===== src/rtl/text_writer_if.sv =====
// Byte-stream input and character-RAM write port of the text writer,
// with the cursor and busy status that travel alongside them.
interface text_writer_if #(
   parameter int COLS       = 16,
   parameter int ROWS       = 8,
   parameter int addr_width = 7,
   parameter int data_width = 8
);
   logic [7:0]              in_data;
   logic                    in_valid;
   logic                    in_ready;
   logic [addr_width-1:0]   waddr;
   logic [data_width-1:0]   din;
   logic                    write_en;
   logic [$clog2(ROWS)-1:0] cur_row;
   logic [$clog2(COLS)-1:0] cur_col;
   logic                    busy;

   modport master (
      output in_data, in_valid,
      input  in_ready, waddr, din, write_en, cur_row, cur_col, busy
   );

   modport slave (
      input  in_data, in_valid,
      output in_ready, waddr, din, write_en, cur_row, cur_col, busy
   );
endinterface


===== src/rtl/text_writer.sv =====
// Character-RAM write sequencer: turns a byte stream into cursor-tracked cell
// writes and performs BLANK clear sweeps (whole screen or one row).
module text_writer #(
   parameter int COLS       = 16,
   parameter int ROWS       = 8,
   parameter int addr_width = 7,
   parameter int data_width = 8,
   parameter logic [data_width-1:0] BLANK = data_width'(8'h20)
) (
   input logic          clk,
   input logic          rstn,
   text_writer_if.slave bus
);
   localparam int RW = $clog2(ROWS);
   localparam int CW = $clog2(COLS);

   localparam logic [addr_width-1:0] COLS_A       = addr_width'(COLS);
   localparam logic [addr_width-1:0] LAST_ROW_OFS = addr_width'(COLS - 1);
   localparam logic [addr_width-1:0] LAST_CELL    = addr_width'(ROWS * COLS - 1);
   localparam logic [RW-1:0]         ROW_MAX      = RW'(ROWS - 1);
   localparam logic [CW-1:0]         COL_MAX      = CW'(COLS - 1);

   localparam logic [7:0] C_BS    = 8'h08;
   localparam logic [7:0] C_LF    = 8'h0A;
   localparam logic [7:0] C_FF    = 8'h0C;
   localparam logic [7:0] C_CR    = 8'h0D;
   localparam logic [7:0] C_FIRST = 8'h20;
   localparam logic [7:0] C_LAST  = 8'h7E;

   typedef enum logic [1:0] {
      IDLE,
      CLR_ALL,
      CLR_ROW
   } state_e;

   state_e                  state_q, state_d;
   logic [addr_width-1:0]   sweep_addr_q, sweep_addr_d;
   logic [addr_width-1:0]   sweep_last_q, sweep_last_d;
   logic [RW-1:0]           row_q, row_d;
   logic [CW-1:0]           col_q, col_d;
   logic                    write_en_q, write_en_d;
   logic [addr_width-1:0]   waddr_q, waddr_d;
   logic [data_width-1:0]   din_q, din_d;

   logic [addr_width-1:0]   cell_addr;
   logic [RW-1:0]           next_row;
   logic                    line_feed;

   always_comb begin
      state_d      = state_q;
      sweep_addr_d = sweep_addr_q;
      sweep_last_d = sweep_last_q;
      row_d        = row_q;
      col_d        = col_q;
      write_en_d   = 1'b0;
      waddr_d      = waddr_q;
      din_d        = din_q;
      line_feed    = 1'b0;

      cell_addr = addr_width'(row_q) * COLS_A + addr_width'(col_q);
      next_row  = (row_q == ROW_MAX) ? '0 : row_q + 1'b1;

      case (state_q)
         IDLE: begin
            if (bus.in_valid) begin
               if (bus.in_data >= C_FIRST && bus.in_data <= C_LAST) begin
                  write_en_d = 1'b1;
                  waddr_d    = cell_addr;
                  din_d      = data_width'(bus.in_data);
                  if (col_q != COL_MAX) begin
                     col_d = col_q + 1'b1;
                  end else begin
                     line_feed = 1'b1;
                  end
               end else begin
                  case (bus.in_data)
                     C_LF: line_feed = 1'b1;
                     C_CR: col_d = '0;
                     C_BS: begin
                        // Backspace stops at column 0; it never climbs to the previous row.
                        if (col_q != '0) begin
                           col_d      = col_q - 1'b1;
                           write_en_d = 1'b1;
                           waddr_d    = cell_addr - 1'b1;
                           din_d      = BLANK;
                        end
                     end
                     C_FF: begin
                        row_d        = '0;
                        col_d        = '0;
                        sweep_addr_d = '0;
                        sweep_last_d = LAST_CELL;
                        state_d      = CLR_ALL;
                     end
                     default: ;
                  endcase
               end

               // Wrap (auto or LF) moves to the next row and blanks it; no scrolling.
               if (line_feed) begin
                  col_d        = '0;
                  row_d        = next_row;
                  sweep_addr_d = addr_width'(next_row) * COLS_A;
                  sweep_last_d = sweep_addr_d + LAST_ROW_OFS;
                  state_d      = CLR_ROW;
               end
            end
         end

         CLR_ROW, CLR_ALL: begin
            write_en_d   = 1'b1;
            waddr_d      = sweep_addr_q;
            din_d        = BLANK;
            sweep_addr_d = sweep_addr_q + 1'b1;
            if (sweep_addr_q == sweep_last_q) begin
               state_d = IDLE;
            end
         end

         default: state_d = CLR_ALL;
      endcase
   end

   always_ff @(posedge clk) begin
      if (!rstn) begin
         state_q      <= CLR_ALL;
         sweep_addr_q <= '0;
         sweep_last_q <= LAST_CELL;
         row_q        <= '0;
         col_q        <= '0;
         write_en_q   <= 1'b0;
         waddr_q      <= '0;
         din_q        <= '0;
      end else begin
         state_q      <= state_d;
         sweep_addr_q <= sweep_addr_d;
         sweep_last_q <= sweep_last_d;
         row_q        <= row_d;
         col_q        <= col_d;
         write_en_q   <= write_en_d;
         waddr_q      <= waddr_d;
         din_q        <= din_d;
      end
   end

   assign bus.in_ready = (state_q == IDLE);
   assign bus.busy     = (state_q != IDLE);
   assign bus.write_en = write_en_q;
   assign bus.waddr    = waddr_q;
   assign bus.din      = din_q;
   assign bus.cur_row  = row_q;
   assign bus.cur_col  = col_q;
endmodule

===== src/flat_wrapper.sv =====
// flat-port wrapper written by rule: the top's interface ports become plain ports
module text_writer_flat 
#(
   parameter int COLS       = 16,
   parameter int ROWS       = 8,
   parameter int addr_width = 7,
   parameter int data_width = 8,
   parameter logic [data_width-1:0] BLANK = data_width'(8'h20)
)
  (clk, rstn, bus_in_data, bus_in_valid, bus_in_ready, bus_waddr, bus_din, bus_write_en, bus_cur_row, bus_cur_col, bus_busy);
  text_writer_if #(.COLS(COLS), .ROWS(ROWS), .addr_width(addr_width), .data_width(data_width)) bus_i ();
  input logic clk;
  input logic rstn;
  input wire logic [$bits(bus_i.in_data)-1:0] bus_in_data;
  input wire logic [$bits(bus_i.in_valid)-1:0] bus_in_valid;
  output wire logic [$bits(bus_i.in_ready)-1:0] bus_in_ready;
  output wire logic [$bits(bus_i.waddr)-1:0] bus_waddr;
  output wire logic [$bits(bus_i.din)-1:0] bus_din;
  output wire logic [$bits(bus_i.write_en)-1:0] bus_write_en;
  output wire logic [$bits(bus_i.cur_row)-1:0] bus_cur_row;
  output wire logic [$bits(bus_i.cur_col)-1:0] bus_cur_col;
  output wire logic [$bits(bus_i.busy)-1:0] bus_busy;
  assign bus_i.in_data = bus_in_data;
  assign bus_i.in_valid = bus_in_valid;
  assign bus_in_ready = bus_i.in_ready;
  assign bus_waddr = bus_i.waddr;
  assign bus_din = bus_i.din;
  assign bus_write_en = bus_i.write_en;
  assign bus_cur_row = bus_i.cur_row;
  assign bus_cur_col = bus_i.cur_col;
  assign bus_busy = bus_i.busy;
  text_writer #(.COLS(COLS), .ROWS(ROWS), .addr_width(addr_width), .data_width(data_width), .BLANK(BLANK)) u_core (.clk(clk), .rstn(rstn), .bus(bus_i));
endmodule

===== config.mk =====
export PLATFORM = sky130hd
export DESIGN_NAME = text_writer_flat
export DESIGN_NICKNAME = d
export VERILOG_FILES = /design/src/rtl/text_writer_if.sv /design/src/rtl/text_writer.sv /design/src/flat_wrapper.sv
export SDC_FILE = /design/constraint.sdc
export NUM_CORES = 1
export LEC_CHECK = 0
export CORE_ASPECT_RATIO = 1.1
export CORE_MARGIN = 3
export CORE_UTILIZATION = 40
export CTS_CLUSTER_DIAMETER = 100
export DETAILED_ROUTE_END_ITERATION = 8
export SLEW_MARGIN = 10
export SYNTH_ARGS = -nofsm -noshare
export SYNTH_HDL_FRONTEND = slang
export SYNTH_SLANG_ARGS = --single-unit

===== constraint.sdc =====
create_clock -name clk -period 2.32 [get_ports clk]
set_input_delay 0.696 -clock clk [delete_from_list [all_inputs] [get_ports clk]]
set_output_delay 0.696 -clock clk [all_outputs]
set_load 0.02 [all_outputs]

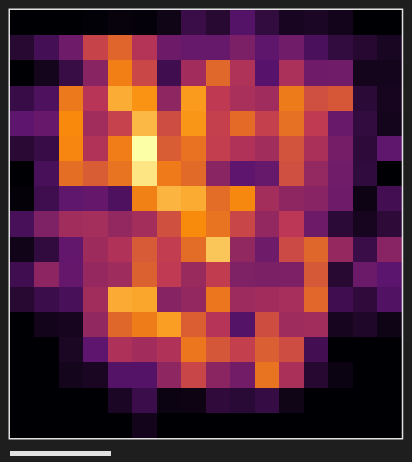
*Wire density map, run 1*
The bar under the picture is 20 um long. 16 x 17 tiles, from black (low) to pale yellow (high), scaled to the fullest tile. Values are wire area over tile area, all layers added.
- fullest tile: 0.51
- densest ninth of the die: center
- nearly empty tiles: 16%
- mean over tiles: 0.16
- tiles over half the peak: 27%

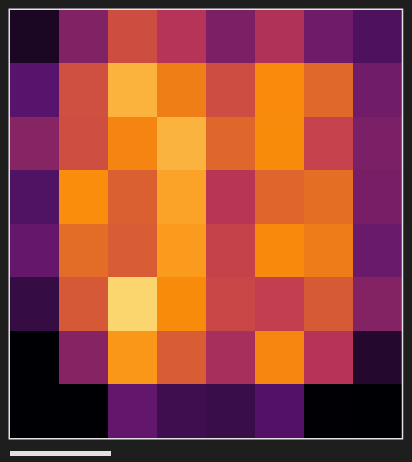
*Placement density heat map, run 1*
The bar under the picture is 20 um long. 8 x 8 tiles, from black (low) to pale yellow (high), 0 to 100% covered.
- nearly empty tiles: 7.8%
- tiles over 75% full: 11%
- densest ninth of the die: center

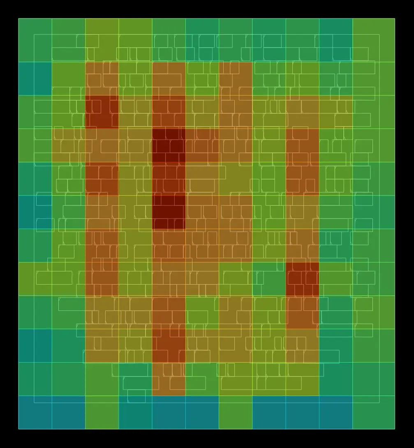
*Congestion heat map, run 1*
met1 Use GR: 0.301
gr busiest metal: met2

==> results.yml, run 1 <==
# synthesis and place-and-route metrics
outcome:
  outcome: "complete, no violations"
finish:
  nClkBuffers: 7
  syn_to_final_growth_pct: 40.8
  logic_gates: 208
  lay_top_cells: "buf_4, dfxtp_1, clkdlybuf4s50_1, nand2_1, nor2_1"
  diodes: 0
  n_all_buffers: 90
  inv_count: 12
  comb_area_sq_mm: 0.00150
  biggestCellCategory: "multi-input combinational cells"
final_timing:
  final.setup.worst_slack_ns: 0.0794
  tightest_slew_ns: 0.680
  finClkSkew_ns: 0.0129
  min_period_ns: 2.24
  finalCritPeriodShare: 0.966
  slew_violations: 0
power:
  total_leakage_power_nw: 1.22
  pwr-share-comb: 0.306
  powerComb_uw: 539
  power.group.top: "registers"
  p_clk_frac: 0.290
synth:
  synthesis.area_sq_mm: 0.00226
  edf_count: 0
placed_design:
  hpwlAfterDp_um: 5300
  place_congestion: 0.912
  dpl_worst_slack_ns: -0.657
  dpl_cell_area_sq_mm: 0.00303
setup_path:
  critPathArrivalTime_ns: 2.46
  crit_end: "u_core.bus.cur_col[1]"
  cp_max_fo: 4
  cpMaxStageDelayCell: "or3_2"
  cp_cell_sequence: "dlygate4sd2_1 -> and4_4 -> buf_4 -> a21oi_2 -> or3_2 -> or2_2 -> a221oi_2"
  rr_startpoint: "u_core.sweep_addr_q[0]"
  r2r_end: "u_core.state_q[1]"
global_route:
  gr-total-overflow: 0
  grt_pass1_wl_um: 11400
  grt_pass1_vias: 2217
  grt_max_degree: 16
routing:
  first_pass_iters: 4
  drc: 0
die:
  chipWidth_um: 77.7
  taps: 75
  fp_util: 0.417
  dieArea_sq_mm: 0.00660
clocking:
  root_buffer: "clkbuf_8"
  htree_levels: 2
  hold_buffers: 0
worst_hold_path:
  hold_path_startpoint: "u_core.bus.din[6]"
  worstHoldPathType: "reg -> reg"
flow_run:
  warnings: 31
## run 1: synthesized netlist by cell type, drive strengths merged (4+ instances only)
master	number	area, sq um
dfxtp	35	701
nor2	18	75.1
nand2	17	63.8
a21oi	16	91.3
clkbuf	15	56.3
o21ai	15	75.1
nand3	14	70.1
nor3	12	71.3
inv	11	41.3
ha	10	125
nand4	8	50.1
o31ai	8	60.1
a31oi	7	43.8
o2111ai	7	61.3
and3	5	32.5
a211oi	4	42.5
a311oi	4	35.0
o41ai	4	42.6
## run 1: critical path: cells and delay by family
kind	cells	cell delay (ns)
AOI/OAI and AO/OA	2	0.28
buffers and inverters	2	0.41
and+or+nand+nor	3	1.08
## run 1: per-stage QoR
stage | TNS (ns) | utilization
after CTS | 0 | 0.585
after detailed placement | -17.30 | 0.557
after floorplan | 0 | -
after global placement | -16.61 | 0.557
after global routing | -0.0222 | 0.587
final | 0 | 0.587
## run 1: registers in the layout, indices dropped and copies added, names as in the netlist
name                 flops
u_core.bus.waddr         7
u_core.bus.din           8
u_core.bus.cur_row       3
u_core.sweep_last_q      3
u_core.bus.write_en      1
u_core.bus.cur_col       4
u_core.sweep_addr_q      7
u_core.state_q           2
## run 1: cells by family (layout without fill, tap and decap cells)
family / Yosys count / in the layout / synth area share
AOI/OAI and AO/OA: 90 / 90 / 0.303
xor gates and xnor gates: 6 / 6 / 0.0232
adders and majority gates: 10 / 10 / 0.0553
buffers and inverters: 30 / 110 / 0.0503
DFF: 35 / 35 / 0.310
muxes: 1 / 1 / 0.00442
and+or+nand+nor: 101 / 101 / 0.254
## run 1: metal layers
metal,vias to the layer above,track usage,part of all wire
li1,1203,-,-
met1,1176,0.301,0.49
met2,55,0.346,0.46
met3,5,0.0361,0.040
met4,0,0.0583,0.0085
met5,-,0,0
### The metal 1 layer, run 1

The bar under the picture is 20 um long.
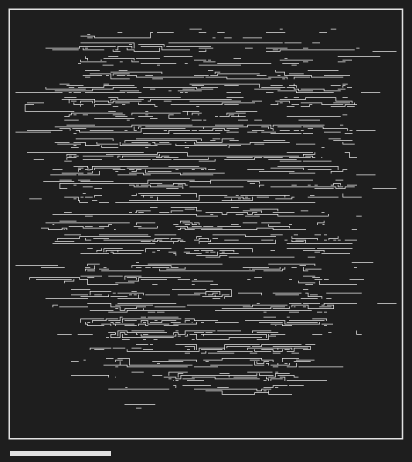

==> run 2, diff against run 1 <==
Settings changed: SKIP_LAST_GASP set to 1.
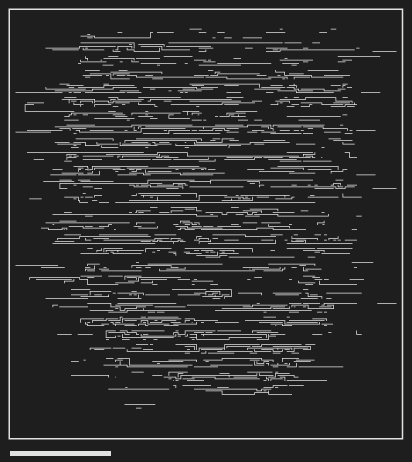
*The metal 1 layer, run 2*
The bar under the picture is 20 um long.
- longest straight run: 39.6 um
- main direction: horizontal
- wire length on this layer: 3,420 um
- share of all routed wire: 49%

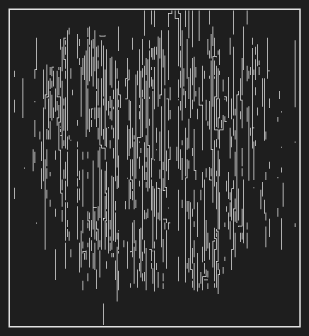
*Metal 2, run 2*
- wire length on this layer: 3,210 um
- longest straight run: 37.7 um
- share of all routed wire: 46%
- main direction: vertical
- nets with wire on the layer: 322
Global Route met2 Usage: 0.346
Routed WL: 6970 um
via count: 2,443

==> results.yml, run 2 <==
# synthesis and place-and-route metrics
setup_path:
  r2r_end: "u_core.state_q[1]"
  cp.buffers_inverters: 2
  crit_family: "simple AND/OR/NAND/NOR gates"
  cpMaxStageDelayCell: "or3_2"
  cp.depth: 7
  critPathArrivalTime_ns: 2.46
  rr_startpoint: "u_core.sweep_addr_q[0]"
  cp_cell_sequence: "dlygate4sd2_1 -> and4_4 -> buf_4 -> a21oi_2 -> or3_2 -> or2_2 -> a221oi_2"
  worstSetupEndpointType: "flip-flop"
  cp_max_fo: 4
global_route:
  grt_max_degree: 16
  grt_pass1_wl_um: 11400
  gr-total-overflow: 0
  grt_pass1_vias: 2217
clocking:
  htree_levels: 2
  root_buffer: "clkbuf_8"
  cts.repair.resized: 19
  hold_buffers: 0
  post_cts_buffers: 2
power:
  powerDensity_mw_per_mm2: 553
  pg_clk_uw: 511
  powerComb_uw: 540
  power.group.top: "registers"
  total_leakage_power_nw: 1.23
  pwr-share-comb: 0.306
  p_clk_frac: 0.290
  p_seq_uw: 712
  p_sw_uw: 587
synth:
  synthTopCellsByArea: "dfxtp_1, ha_1, o21ai_0"
  synth_top_area_share: 0.310
  most_common_cell: "dfxtp_1"
  yosys_area_sq_mm: 0.00226
  synthesis.nets: 294
  edf_count: 0
  synthArstFlopShare: 0
  yosys_warnings: 0
  synth.avg_cell_area_sq_um: 8.29
  synthesis.area_sq_mm: 0.00226
  synthTopCellsByCount: "dfxtp_1, nand2_1, nor2_1"
  largest_area_cell: "dfxtp_1"
placed_design:
  place_congestion: 0.912
  dpl_worst_slack_ns: -0.657
  hpwlAfterDp_um: 5300
routing:
  drc: 0
  postRouteAntennaNets: 0
  first_pass_iters: 4
final_timing:
  final.setup.worst_slack_ns: 0.0794
  tightest_slew_ns: 0.680
  min_period_ns: 2.24
  setup_violations: 0
  finalCritPeriodShare: 0.966
  timing.hold.ws_ns: 0.464
  slew_violations: 0
  tns_ns: 0
  finClkSkew_ns: 0.0128
finish:
  diodes: 0
  largest_reg_flops: 8
  final_cells: 428
  mostFrequentLayoutCell: "buf_4"
  fin_util: 0.588
  syn_to_final_growth_pct: 41.0
  lay_top_cells: "buf_4, dfxtp_1, clkdlybuf4s50_1, nand2_1, nor2_1"
worst_hold_path:
  hold_path_startpoint: "u_core.bus.din[6]"
  worstHoldPathType: "reg -> reg"
die:
  dieArea_sq_mm: 0.00660
  fp_util: 0.417
  chipWidth_um: 77.7
  core_sq_mm: 0.00543
  rows: 28
outcome:
  outcome: "complete, no violations"
flow_run:
  warnings: 32
-- run 2: netlist changes by cell type in the layout (fill, tap and decap cells not counted) --
cell	delta
dlymetal6s2s_1	+1
dlygate4sd2_1	-1
-- run 2: cell families (layout without fill, tap and decap cells) --
kind of cell	Yosys count	in the layout	synth area share
XOR/XNOR	6	6	0.0232
multiplexers	1	1	0.00442
AND/OR/NAND/NOR	101	101	0.254
buffers and inverters	30	110	0.0503
adder cells (fa/ha/maj)	10	10	0.0553
AND-OR/OR-AND	90	90	0.303
flip-flops	35	35	0.310
-- run 2: worst max-delay path by stage --
| stage | startpoint | endpoint | slack [ns] |
|---|---|---|---|
| detailed placement | bus_in_data[6] | u_core.sweep_addr_q[4] | -0.66 |
| finish | bus_in_data[1] | u_core.bus.cur_col[1] | 0.08 |
| CTS | u_core.state_q[0] | bus_in_ready | -0.02 |
| global placement | bus_in_data[6] | u_core.sweep_addr_q[4] | -0.59 |
| global route | bus_in_data[1] | u_core.bus.cur_col[1] | -0.02 |
| floorplan | u_core.bus.cur_col[0] | u_core.bus.cur_col[1] | 0.003 |
-- run 2: area by class of cell --
class,instances,area (sq um)
Inverter,12,45.0
Sequential cell,35,701
Clock buffer,7,96.3
Tap cell,75,93.8
Multi-Input combinational cell,208,1500
Clock inverter,1,7.51
Fill cell,516,2240
Timing Repair Buffer,90,743
-- run 2: routing by layer --
layer / routed length [um] / global-route usage
met3: 279 / 0.0361
met2: 3210 / 0.346
met5: 0 / 0
met4: 59 / 0.0583
met1: 3420 / 0.301
-- run 2: stage by stage --
stage	total power, mW	area, sq um
2_1_floorplan	1.01	2270
3_3_place_gp	1.25	3030
3_5_place_dp	1.26	3030
4_1_cts	1.78	3180
5_1_grt	1.85	3190
6_report	1.76	3190
### Wire density map, run 2

The bar under the picture is 20 um long. 16 x 17 tiles, from black (low) to pale yellow (high), scaled to the fullest tile. Values are wire area over tile area, all layers added.
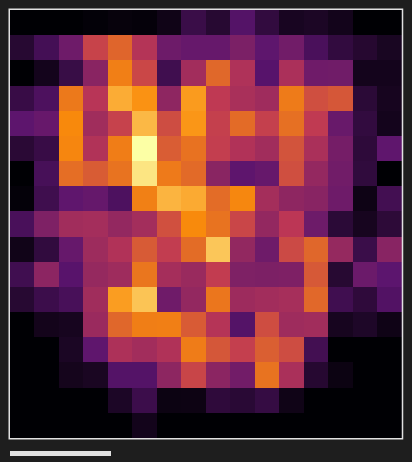

==> run 3, diff against run 2 <==
Settings changed: CORE_UTILIZATION 40 to 30, RECOVER_POWER set to 50.
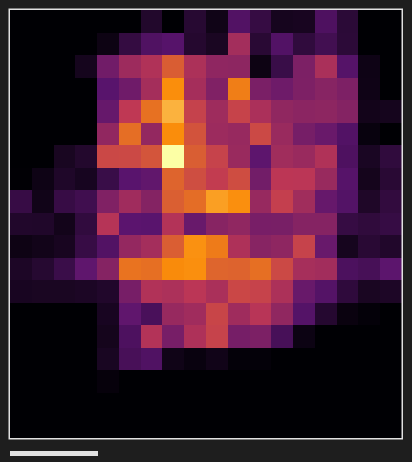
*Wire density map, run 3*
The bar under the picture is 20 um long. 18 x 19 tiles, from black (low) to pale yellow (high), scaled to the fullest tile. Values are wire area over tile area, all layers added.
- nearly empty tiles: 34%
- tiles over half the peak: 13%
- emptiest ninth of the die: lower left
- densest ninth of the die: center
GR Util All Layers: 0.167
WL per Instance: 16.3 um
Routed WL: 7040 um

==> results.yml, run 3 <==
# synthesis and place-and-route metrics
outcome:
  outcome: "complete, no violations"
final_timing:
  tightest_slew_ns: 0.509
  finClkSkew_ns: 0.0113
  tns_ns: 0
  final.setup.worst_slack_ns: 0.0457
  setup_violations: 0
  timing.hold.ws_ns: 0.462
synth:
  synth-adder-area-share: 0.0553
  yosys_warnings: 0
  edf_count: 0
  muxShareOfSynthArea: 0.00442
  synthSimpleGateAreaFrac: 0.254
  yosys.area_share.xor_xnor: 0.0232
  synthTopLogicFamily: "AND-OR/OR-AND gates"
  largest_area_cell: "dfxtp_1"
  synthTopCellsByCount: "dfxtp_1, nand2_1, nor2_1"
  synthesis.nets: 294
  yosys_area_sq_mm: 0.00226
  synthTopCellsByArea: "dfxtp_1, ha_1, o21ai_0"
  most_common_cell: "dfxtp_1"
  synth.avg_cell_area_sq_um: 8.29
placed_design:
  dpl_cell_area_sq_mm: 0.00298
  hpwlAfterDp_um: 5170
  dpl_worst_slack_ns: -0.721
setup_path:
  r2r_end: "u_core.bus.cur_col[3]"
  cp.depth: 8
  worstSetupEndpointType: "flip-flop"
  cpMaxStageDelayCell: "or4b_2"
  cp_cell_sequence: "dlygate4sd2_1 -> buf_6 -> or4b_2 -> a22o_4 -> a21oi_4 -> buf_4 -> nand2_1 -> a31oi_1"
  critPathArrivalTime_ns: 2.50
  critical_path.startpoint: "bus_in_data[1]"
  crit_family: "simple AND/OR/NAND/NOR gates"
finish:
  largest_reg_flops: 8
  diodes: 0
  post-route-cell-area_sq_mm: 0.00323
  lay_top_cells: "buf_4, dfxtp_1, dlygate4sd3_1, nand2_1, nor2_1"
  syn_to_final_growth_pct: 42.7
  fin_util: 0.451
  final_cells: 433
routing:
  vias: 2427
  postRouteAntennaNets: 0
  drc: 0
clocking:
  htree_levels: 2
  root_buffer: "clkbuf_8"
global_route:
  gr-total-overflow: 0
  grt_pass1_vias: 2344
  grt_max_degree: 20
  grt_pass1_wl_um: 11600
die:
  rows: 32
  core_sq_mm: 0.00717
  dieArea_sq_mm: 0.00862
power:
  total_power_mw: 1.75
  powerDensity_mw_per_mm2: 543
flow_run:
  warnings: 33
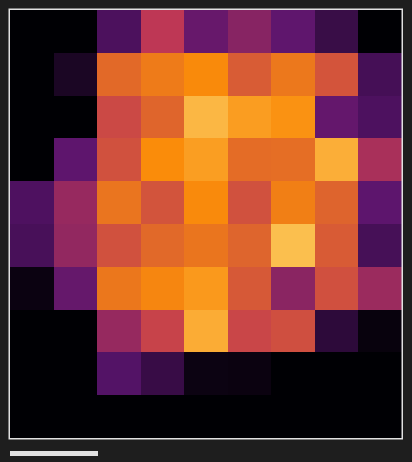
*Placement density heat map, run 3*
The bar under the picture is 20 um long. 9 x 10 tiles, from black (low) to pale yellow (high), 0 to 100% covered.
- fullest tile: 86%
- mean over tiles: 36%
- emptiest ninth of the die: lower left

[run 3: cell types whose count changed in the layout (fill, tap and decap cells not counted), sizes merged]
cell           before  now
clkinvlp            1    0
buf                55   51
dlygate4sd3         0   21
dlygate4sd2         5    6
clkbuf             11    9
clkdlybuf4s50      25    5
[run 3: final cells by class]
type	count	area, sq um
Fill cell	699	3940
Multi-Input combinational cell	208	1560
Timing Repair Buffer	85	722
Sequential cell	35	701
Tap cell	85	106
Clock buffer	8	100
Inverter	12	45.0
[run 3: report_power, final]
| part | internal [mW] | total (mW) | switching, mW |
|---|---|---|---|
| sequential | 0.659 | 0.711 | 0.0523 |
| combinational | 0.238 | 0.538 | 0.299 |
| clock | 0.271 | 0.505 | 0.233 |
| total | 1.17 | 1.75 | 0.585 |
[run 3: worst min path at each step]
stage,start,to,slack [ns]
floorplan,u_core.sweep_addr_q[1],u_core.sweep_addr_q[1],0.46
global placement,u_core.bus.din[4],u_core.bus.din[4],0.45
detailed placement,u_core.bus.din[0],u_core.bus.din[0],0.46
CTS,u_core.bus.din[0],u_core.bus.din[0],0.47
global route,u_core.bus.din[0],u_core.bus.din[0],0.48
finish,u_core.bus.din[0],u_core.bus.din[0],0.46
[run 3: what timing repair did]
item                       in CTS  in global routing
gates resized                  24                 12
hold endpoints to repair        0                  0
pin swaps                      11                 12
buffers inserted                5                  2
setup endpoints to repair      36                 26
[run 3: routing by layer]
layer / GRT usage / vias up / wire, um
met1: 0.242 / 1145 / 3380
met5: 0 / - / 0
met2: 0.247 / 74 / 3210
li1: - / 1199 / -
met3: 0.0288 / 9 / 364
met4: 0.0547 / 0 / 89
Power is estimated from default activity; no workload was simulated.
